$ cat src/rtl/xs3_pkg.sv
// Shared definitions for excess-3 decimal decoding.
// Holds the code offset, the legal code window, the digit type and
// the state encoding used by the serial frame decoder.
package xs3_pkg;

  localparam int         XS3_OFFSET = 3;
  localparam logic [3:0] XS3_MIN    = 4'h3;
  localparam logic [3:0] XS3_MAX    = 4'hC;

  typedef logic [3:0] xs3_digit_t;

  typedef enum logic {
    ST_ACC,
    ST_OUT
  } xs3_state_t;

endpackage

$ cat src/rtl/xs3_digit_dec.sv
// Single-digit excess-3 decoder (purely combinational).
// Maps an excess-3 code to its decimal value 0..9. Codes outside
// 4'h3..4'hC decode to 0 and raise the illegal flag, so a caller can
// keep accumulating and simply mark the frame as bad.
module xs3_digit_dec
  import xs3_pkg::*;
(
  input  xs3_digit_t in_digit,
  output logic [3:0] dec,
  output logic       illegal
);

  // Remove the excess-3 offset, forcing illegal codes to zero
  always_comb begin
    illegal = (in_digit < XS3_MIN) || (in_digit > XS3_MAX);
    dec     = illegal ? 4'd0 : (in_digit - 4'(XS3_OFFSET));
  end

endmodule

$ cat src/rtl/xs3_to_bin_dec.sv
// Serial excess-3 decimal to binary frame decoder.
// Digits arrive most significant first, one per in_valid/in_ready
// handshake. A frame ends on in_last or after NUM_DIGITS digits; the
// binary value is then presented on the out_valid/out_ready handshake.
// Optional macro XS3_DEC_ERRCNT_EN adds a saturating count of frames
// delivered with out_invalid set.
module xs3_to_bin_dec
  import xs3_pkg::*;
#(
  parameter int NUM_DIGITS = 4,
  parameter int BIN_W      = 14
) (
  input  logic             clk,
  input  logic             rst,
  input  logic             in_valid,
  output logic             in_ready,
  input  logic [3:0]       in_digit,
  input  logic             in_last,
  output logic             out_valid,
  input  logic             out_ready,
  output logic [BIN_W-1:0] out_bin,
  output logic [3:0]       out_ndigits,
  output logic             out_invalid
`ifdef XS3_DEC_ERRCNT_EN
  ,
  output logic [7:0]       err_count
`endif
);

  xs3_state_t       state;
  xs3_state_t       state_next;
  logic [BIN_W-1:0] acc;
  logic [3:0]       cnt;
  logic             err;

  logic [3:0]       dec;
  logic             illegal;
  logic             accept;
  logic [BIN_W+3:0] acc_wide;
  logic [BIN_W-1:0] acc_next;
  logic [3:0]       cnt_inc;
  logic             count_hit;
  logic             frame_end;
  logic             err_next;

  xs3_digit_dec u_digit_dec (
    .in_digit (in_digit),
    .dec      (dec),
    .illegal  (illegal)
  );

  assign in_ready = (state == ST_ACC);
  assign accept   = in_valid && in_ready;

  // Accumulate acc*10 + d using shifts, with 4 bits of headroom before truncation
  always_comb begin
    acc_wide  = ({4'b0000, acc} << 3) + ({4'b0000, acc} << 1) + {{BIN_W{1'b0}}, dec};
    acc_next  = acc_wide[BIN_W-1:0];
    cnt_inc   = cnt + 4'd1;
    count_hit = (cnt_inc == 4'(NUM_DIGITS));
    frame_end = in_last || count_hit;
    err_next  = err || illegal || (count_hit && !in_last);
  end

  // State register
  always_ff @(posedge clk or posedge rst) begin
    if (rst) state <= ST_ACC;
    else     state <= state_next;
  end

  // Next-state: leave ACC on the closing digit, leave OUT on the result handshake
  always_comb begin
    state_next = state;
    case (state)
      ST_ACC:  if (in_valid && frame_end) state_next = ST_OUT;
      ST_OUT:  if (out_ready) state_next = ST_ACC;
      default: state_next = ST_ACC;
    endcase
  end

  // Frame accumulation and result capture; result fields hold after out_valid drops
  always_ff @(posedge clk or posedge rst) begin
    if (rst) begin
      acc         <= '0;
      cnt         <= 4'd0;
      err         <= 1'b0;
      out_valid   <= 1'b0;
      out_bin     <= '0;
      out_ndigits <= 4'd0;
      out_invalid <= 1'b0;
    end else if (accept) begin
      if (frame_end) begin
        acc         <= '0;
        cnt         <= 4'd0;
        err         <= 1'b0;
        out_valid   <= 1'b1;
        out_bin     <= acc_next;
        out_ndigits <= cnt_inc;
        out_invalid <= err_next;
      end else begin
        acc <= acc_next;
        cnt <= cnt_inc;
        err <= err_next;
      end
    end else if (out_valid && out_ready) begin
      out_valid <= 1'b0;
    end
  end

`ifdef XS3_DEC_ERRCNT_EN
  // Count bad frames at the moment they are handed off, saturating at 255
  always_ff @(posedge clk or posedge rst) begin
    if (rst) begin
      err_count <= 8'd0;
    end else if (out_valid && out_ready && out_invalid && (err_count != 8'hFF)) begin
      err_count <= err_count + 8'd1;
    end
  end
`endif

endmodule
$ cat config.mk
export PLATFORM = sky130hd
export DESIGN_NAME = xs3_to_bin_dec
export DESIGN_NICKNAME = d
export VERILOG_FILES = /design/src/rtl/xs3_pkg.sv /design/src/rtl/xs3_digit_dec.sv /design/src/rtl/xs3_to_bin_dec.sv
export SDC_FILE = /design/constraint.sdc
export NUM_CORES = 1
export LEC_CHECK = 0
export CORE_MARGIN = 10
export CORE_UTILIZATION = 30
export CTS_BUF_LIST = sky130_fd_sc_hd__clkbuf_4
export CTS_CLUSTER_DIAMETER = 40
export DETAILED_ROUTE_END_ITERATION = 6
export GPL_ROUTABILITY_DRIVEN = 0
export PLACE_DENSITY_LB_ADDON = 0.25
export SLEW_MARGIN = 15
export SYNTH_ARGS = -nofsm -noshare
export SYNTH_HDL_FRONTEND = slang
export SYNTH_SLANG_ARGS = --single-unit
$ cat constraint.sdc
create_clock -name clk -period 2.4 [get_ports clk]
set_input_delay 0.24 -clock clk [delete_from_list [all_inputs] [get_ports clk]]
set_output_delay 0.24 -clock clk [all_outputs]
set_load 0.05 [all_outputs]
Run 1, placed standard cells:
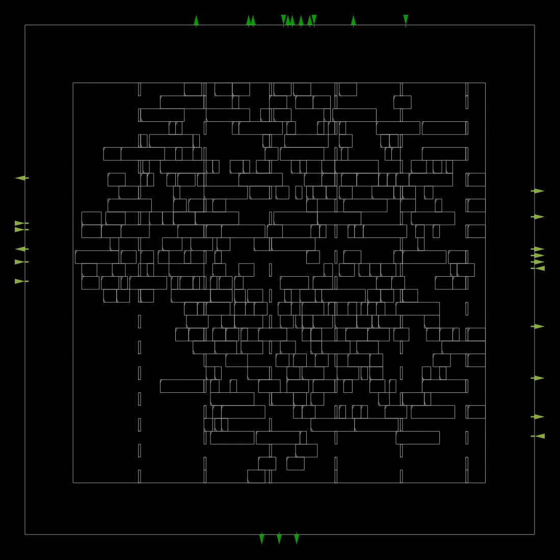
Flop Count: 39
placement row count: 31
tally of non-filler cells in the final layout: 391
Util after Layout: 42.1%

Run 1, sizing map:
Drawn at 3 px/um.
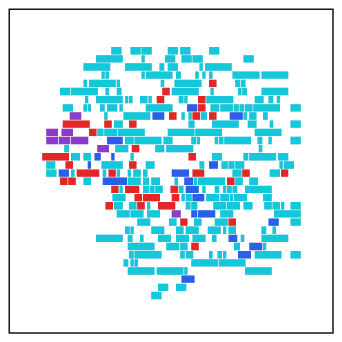
drive 1 or less -> cyan  # cells 226, share 77%
drive 6 and up -> purple  # cells 8, share 2.7%
drive 3 to 4 -> red  # cells 37, share 13%
drive 2 -> blue  # cells 21, share 7.2%

==> flow_metrics.env, run 1 <==
# yosys + openroad results
export IMPL_warnings=30
export IMPL_cts_setup_buffers=0
export IMPL_number_of_gates_resized_after_cts=21
export IMPL_worst_slack_setup_final_ps=-61.5
export IMPL_critical_path_peak_fanout=4
export IMPL_yosysUniqueCellTypes=42
export IMPL_sequential_cell_area_sq_um=976
export IMPL_synthesized_registers=39
export IMPL_yosys_top_cells_count="sky130_fd_sc_hd__dfrtp_1, sky130_fd_sc_hd__nand2_1, sky130_fd_sc_hd__ha_1"
export IMPL_yosysWarningCount=0
export IMPL_status="complete, but fails checks"
export IMPL_max_freq_mhz=406
export IMPL_critical_path_at_ps=2730
export IMPL_die_area_sq_um=11500
export IMPL_post_route_cells_drive_above_1_share_pct=22.6
export IMPL_cts_hold_buffers_added=0
export IMPL_fraction_of_cell_area_in_non_clock_buffers_pct=16.1
export IMPL_cts_tree="built"
export IMPL_comb_area_share_pct=44.0
export IMPL_hold_violations=0
export IMPL_grt_setup_unrepaired="yes"
export IMPL_cts_inserted_buffers=5
export IMPL_failed_checks="setup timing"
export IMPL_vdd_drop_max_mv=0.292
export IMPL_globalRouteTotalUtil_pct=9.29
export IMPL_ctsRootBufferMaster="sky130_fd_sc_hd__clkbuf_4"
export IMPL_n_multi_input_combinational_cell=177
export IMPL_nClkBuffers=5
export IMPL_firstDrtPassIters=6
export IMPL_area_delta_synth_final_pct=34.6
export IMPL_tightest_slew_ps=520
export IMPL_drc=0
export IMPL_flop_cell="sky130_fd_sc_hd__dfrtp_1"
export IMPL_worstSetupPathType="in2reg"
export IMPL_cellPowerDensity_nw_per_um2=1090
export IMPL_synth_net_count=272
export IMPL_antenna_cells_inserted=0
export IMPL_hold_worst_slack_ps=283
export IMPL_dr_first_iter_drc_count=78
export IMPL_ys_cells=236
export IMPL_wl_per_cell_um=13.5
export IMPL_syn_cell_area_sq_um=2290
export IMPL_worst_path_largest_cell_delay_ps=510
export IMPL_routed_wl_um=5280
export IMPL_timing_final_setup_violations=4
Run 1, wires at chosen ports, followed through buffers:
Drawn at 3 px/um.
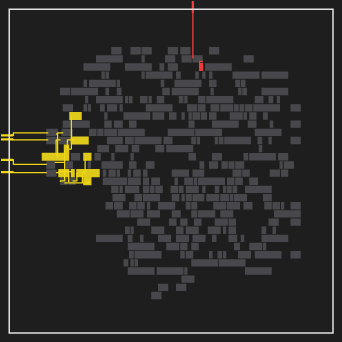
in_digit -> yellow  # bits 4, direction input, edge left, end cells 9, buffers 8, wire 132 um
in_valid -> red  # bits 1, direction input, edge top, end cells 1, buffers 1, wire 19.7 um
number of buffers inserted by port buffering: 29
count of pins on the block boundary: 30

[run 1: kinds of logic (layout without fill, tap and decap cells)]
kind of cell | count (synthesis) | after routing | synth area share [%]
simple gates | 77 | 77 | 15.6
compound gates | 62 | 62 | 18.3
flops | 39 | 39 | 42.6
fa+ha+maj | 27 | 27 | 15.4
buf+inv | 20 | 76 | 3.77
xor+xnor | 10 | 10 | 3.82
mux | 1 | 1 | 0.491
[run 1: metal layers]
layer / global-route usage, % / vias to the layer above / wire length [um] / share of wire (%)
met5: 0 / - / 0 / 0
met4: 3.05 / 0 / 68 / 1.3
met3: 2.51 / 5 / 230 / 4.4
met2: 15.8 / 25 / 2610 / 49
met1: 11.1 / 930 / 2370 / 45
li1: - / 942 / - / -
[run 1: where the power goes]
| part | internal (mW) | switching, mW | total, mW | leakage (nW) |
|---|---|---|---|---|
| registers | 0.874 | 0.162 | 1.04 | 0.512 |
| logic | 0.789 | 1.16 | 1.95 | 0.901 |
| clock network | 0.117 | 0.250 | 0.368 | 0.0278 |
| total | 1.78 | 1.57 | 3.35 | 1.44 |
[run 1: cells in the final DEF (no fill, tap or decap), types with 5 or more instances in the layout]
master and instances:
sky130_fd_sc_hd__clkbuf_4 5, sky130_fd_sc_hd__inv_1 9, sky130_fd_sc_hd__dfrtp_1 39, sky130_fd_sc_hd__nand2_1 38
sky130_fd_sc_hd__nor2_1 11, sky130_fd_sc_hd__ha_1 22, sky130_fd_sc_hd__buf_4 23, sky130_fd_sc_hd__a22o_1 5
sky130_fd_sc_hd__o21ai_0 12, sky130_fd_sc_hd__buf_6 5, sky130_fd_sc_hd__clkdlybuf4s50_1 25, sky130_fd_sc_hd__a21oi_1 10
sky130_fd_sc_hd__xnor2_1 6
[run 1: sequential cells by signal (all words and copies together) (netlist names)]
register / cells
out_invalid: 1
out_bin: 14
state: 1
acc: 13
cnt: 4
err: 1
out_valid: 1
out_ndigits: 4
[run 1: worst paths after layout]
check | from | to | slack [ps] | cells after the start
max | in_digit[2] | acc[11]$_DFFE_PP0P_ | -60 | 12
min | rst | acc[12]$_DFFE_PP0P_ | 280 | 3
max reg2reg | acc[0]$_DFFE_PP0P_ | acc[11]$_DFFE_PP0P_ | -40 | 9
min reg2reg | out_ndigits[2]$_DFFE_PP0P_ | out_ndigits[2]$_DFFE_PP0P_ | 490 | 2
max in group asynchronous | rst | cnt[0]$_DFFE_PP0P_ | 1770 | 3
min in group clk | in_digit[0] | out_bin[0]$_DFFE_PP0P_ | 350 | 6
[run 1: worst max-delay path, delay by kind of cell]
family / cells / cell delay (ps)
adders and majority gates: 2 / 770
and+or+nand+nor: 3 / 570
buffers and inverters: 3 / 470
AOI/OAI and AO/OA: 4 / 680
[run 1: per-stage QoR]
stage	setup TNS (ps)	instance area [sq um]	total power [mW]	utilization [%]	instances
2_1_floorplan	-448	2370	2.29	-	236
3_3_place_gp	-13580	2940	2.91	40.1	383
3_5_place_dp	-14480	2940	2.94	40.1	383
4_1_cts	-130	3030	3.32	41.3	391
5_1_grt	-950	3080	3.61	42.1	391
6_report	-170	3080	3.35	42.1	391
Run 1, cell area per tile:
Drawn at 3 px/um. The die is cut into 11 by 11 equal tiles; dark blue is low, red is high, 0 to 100% covered.
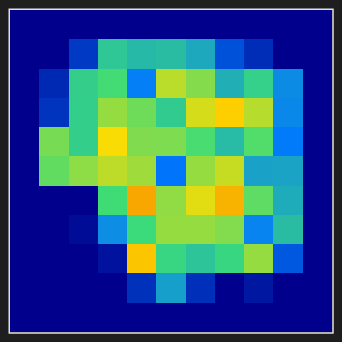

==> run 1 -> run 2 <==
--- a/config.mk
+++ b/config.mk
@@ -6,13 +6,12 @@
 export NUM_CORES = 1
 export LEC_CHECK = 0
 export CORE_MARGIN = 10
-export CORE_UTILIZATION = 30
+export CORE_UTILIZATION = 52
 export CTS_BUF_LIST = sky130_fd_sc_hd__clkbuf_4
 export CTS_CLUSTER_DIAMETER = 40
 export DETAILED_ROUTE_END_ITERATION = 6
 export GPL_ROUTABILITY_DRIVEN = 0
 export PLACE_DENSITY_LB_ADDON = 0.25
-export SLEW_MARGIN = 15
 export SYNTH_ARGS = -nofsm -noshare
 export SYNTH_HDL_FRONTEND = slang
 export SYNTH_SLANG_ARGS = --single-unit
Run 2, cell area per tile:
Drawn at 4 px/um. The die is cut into 9 by 9 equal tiles; dark blue is low, red is high, 0 to 100% covered.
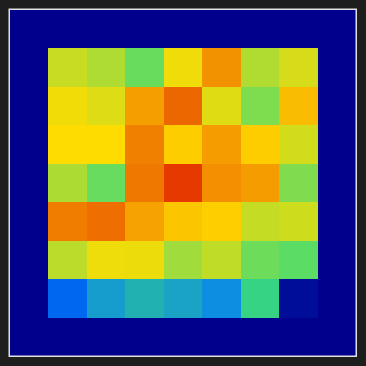
tiles over 75% full = 22%
nearly empty tiles = 40%
densest ninth of the die = center
mean over tiles = 40%
fp util: 53.0%
placeable core area: 4320 sq um

Run 2, the metal 1 layer:
Drawn at 6 px/um. Supply wires on this layer in gray.
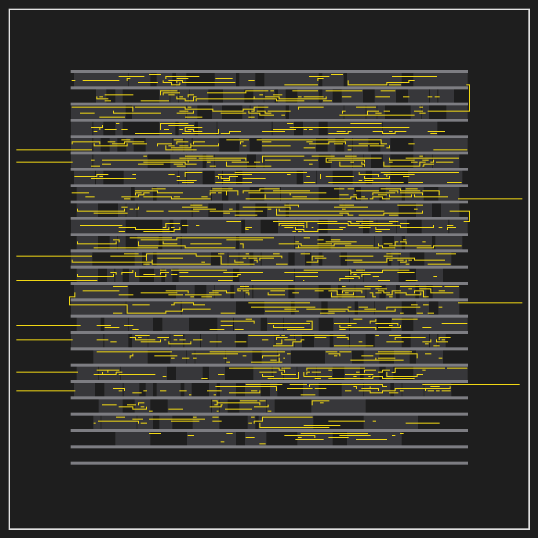
wire length on this layer = 2,420 um
share of all routed wire = 43%

==> run 2 against run 1 <==
The flow still finishes with violations (setup timing). Synthesized cell count unchanged. Die area down 35%. Setup slack worse by 7.9 ps. Cell area about the same. Critical path type unchanged.
==> flow_metrics.env, run 2 <==
# yosys + openroad results
export IMPL_worst_slack_setup_final_ps=-69.5
export IMPL_max_ffs_per_register=14
export IMPL_hold_violations=0
export IMPL_timing_final_setup_violations=6
export IMPL_yosysUniqueCellTypes=42
export IMPL_syn_cell_area_sq_um=2290
export IMPL_chipWidth_um=86.4
export IMPL_critical_path_peak_fanout=3
export IMPL_warnings=30
export IMPL_die_area_sq_um=7460
export IMPL_cellPowerDensity_nw_per_um2=1110
export IMPL_synthesized_registers=39
export IMPL_drc=0
export IMPL_final_instance_area_sq_um=3080
export IMPL_grt_setup_unrepaired="yes"
export IMPL_post_route_cells_drive_above_1_share_pct=23.4
export IMPL_timing_reg2reg_worst_path_depth=9
export IMPL_flop_cell="sky130_fd_sc_hd__dfrtp_1"
export IMPL_firstDrtPassIters=4
export IMPL_ys_cells=236
export IMPL_layout_cells_most_common_list="sky130_fd_sc_hd__dfrtp_1, sky130_fd_sc_hd__nand2_1, sky130_fd_sc_hd__clkdlybuf4s50_1, sky130_fd_sc_hd__ha_1, sky130_fd_sc_hd__buf_4"
export IMPL_yosysWarningCount=0
export IMPL_dr_first_iter_drc_count=108
export IMPL_area_delta_synth_final_pct=34.5
export IMPL_reg2reg_from="acc[0]$_DFFE_PP0P_"
export IMPL_port_buffers=29
export IMPL_lay_top_count="sky130_fd_sc_hd__dfrtp_1"
export IMPL_hold_worst_slack_ps=282
export IMPL_post_dp_cell_area_sq_um=2850
export IMPL_worst_r2r_endpoint="out_bin[10]$_DFFE_PP0P_"
export IMPL_cts_hold_buffers_added=0
export IMPL_timing_reg2reg_setup_slack_ps=0
export IMPL_numPlacedInstances=332
export IMPL_globalRouteTotalUtil_pct=15.3
export IMPL_timing_final_crit_share_pct=103
export IMPL_synth_net_count=272
export IMPL_wl_per_cell_um=16.3
export IMPL_vdd_drop_max_mv=0.716
export IMPL_report_power_total_mw=3.41
export IMPL_largest_register="out_bin"
export IMPL_cts_inserted_buffers=5
export IMPL_antenna_cells_inserted=0
export IMPL_ctsRootBufferMaster="sky130_fd_sc_hd__clkbuf_4"
export IMPL_failed_checks="setup timing"
export IMPL_top_regs="out_bin (14), acc (13)"
export IMPL_routed_wl_um=5590
export IMPL_status="complete, but fails checks"
export IMPL_critical_path_at_ps=2730
export IMPL_timing_critical_path_from="in_digit[1]"
Run 2, placed standard cells:
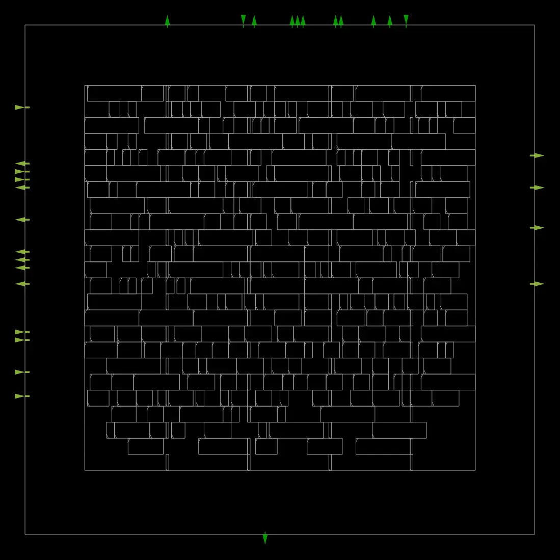
tally of non-filler cells in the final layout: 343
placement row count: 24
flop share of the area: 31.7%
total number of tap cells: 52
Util after Layout: 71.3%

==> run 2: worst max-delay path by stage <==
stage | slack, ps | cells after the start | to
2_1_floorplan | -200 | 13 | acc[11]$_DFFE_PP0P_
3_3_place_gp | -870 | 13 | acc[11]$_DFFE_PP0P_
3_5_place_dp | -890 | 15 | acc[12]$_DFFE_PP0P_
4_1_cts | -30 | 15 | acc[12]$_DFFE_PP0P_
5_1_grt | -180 | 15 | acc[10]$_DFFE_PP0P_
6_report | -70 | 15 | out_bin[10]$_DFFE_PP0P_
==> run 2: kinds of logic after synthesis <==
| logic type | after synthesis | synth area share (%) |
|---|---|---|
| buffers and inverters | 20 | 3.77 |
| AND-OR/OR-AND | 62 | 18.3 |
| adder cells (fa/ha/maj) | 27 | 15.4 |
| flip-flops | 39 | 42.6 |
| XOR/XNOR | 10 | 3.82 |
| multiplexers | 1 | 0.491 |
| AND/OR/NAND/NOR | 77 | 15.6 |
==> run 2: timing repair <==
action | CTS | global route
gates resized | 26 | 21
setup buffers | 2 | 1
cloned | 0 | 0
setup endpoints to repair | 19 | 14
pin swaps | 8 | 10
==> run 2: area by class of cell <==
class	instances	area, sq um	share of cell area [%]
multi-input combinational	177	1410	45.8
sequential	39	976	31.7
tap	52	65.1	2.11
timing repair buffer	54	503	16.3
clock inverter	2	12.5	0.406
inverter	13	68.8	2.23
clock buffer	6	45.0	1.46
==> run 2: report_power, final <==
part           internal, mW  switching [mW]  total (mW)
logic                 0.807            1.21        2.02
registers             0.874           0.164        1.04
clock network         0.124           0.225       0.349
==> run 2: per-stage QoR <==
step / util (%) / setup TNS (ps)
6_report: 71.3 / -220
2_1_floorplan: - / -448
3_3_place_gp: 65.9 / -13770
5_1_grt: 71.3 / -1500
4_1_cts: 68.8 / -40.0
3_5_place_dp: 65.9 / -14740
==> run 2: per-layer routing <==
| layer | up-vias | routed length [um] | track usage (%) |
|---|---|---|---|
| met1 | 943 | 2420 | 18.3 |
| met5 | - | 0 | 0 |
| met2 | 38 | 2880 | 26.1 |
| met4 | 0 | 94 | 4.86 |
| met3 | 10 | 200 | 3.85 |
| li1 | 949 | - | - |
==> run 2: critical path, stage by stage <==
cell and delay [ps]:
sky130_fd_sc_hd__buf_8 100, sky130_fd_sc_hd__buf_6 130, sky130_fd_sc_hd__inv_12 40, sky130_fd_sc_hd__ha_4 120
sky130_fd_sc_hd__inv_2 40, sky130_fd_sc_hd__a31oi_4 140, sky130_fd_sc_hd__nand2_2 70, sky130_fd_sc_hd__fa_1 450
sky130_fd_sc_hd__buf_4 150, sky130_fd_sc_hd__fa_2 340, sky130_fd_sc_hd__nand2b_4 170, sky130_fd_sc_hd__a21oi_4 200
sky130_fd_sc_hd__o211ai_1 150, sky130_fd_sc_hd__and3_1 210, sky130_fd_sc_hd__o31ai_2 190
Power and IR drop assume default switching activity.
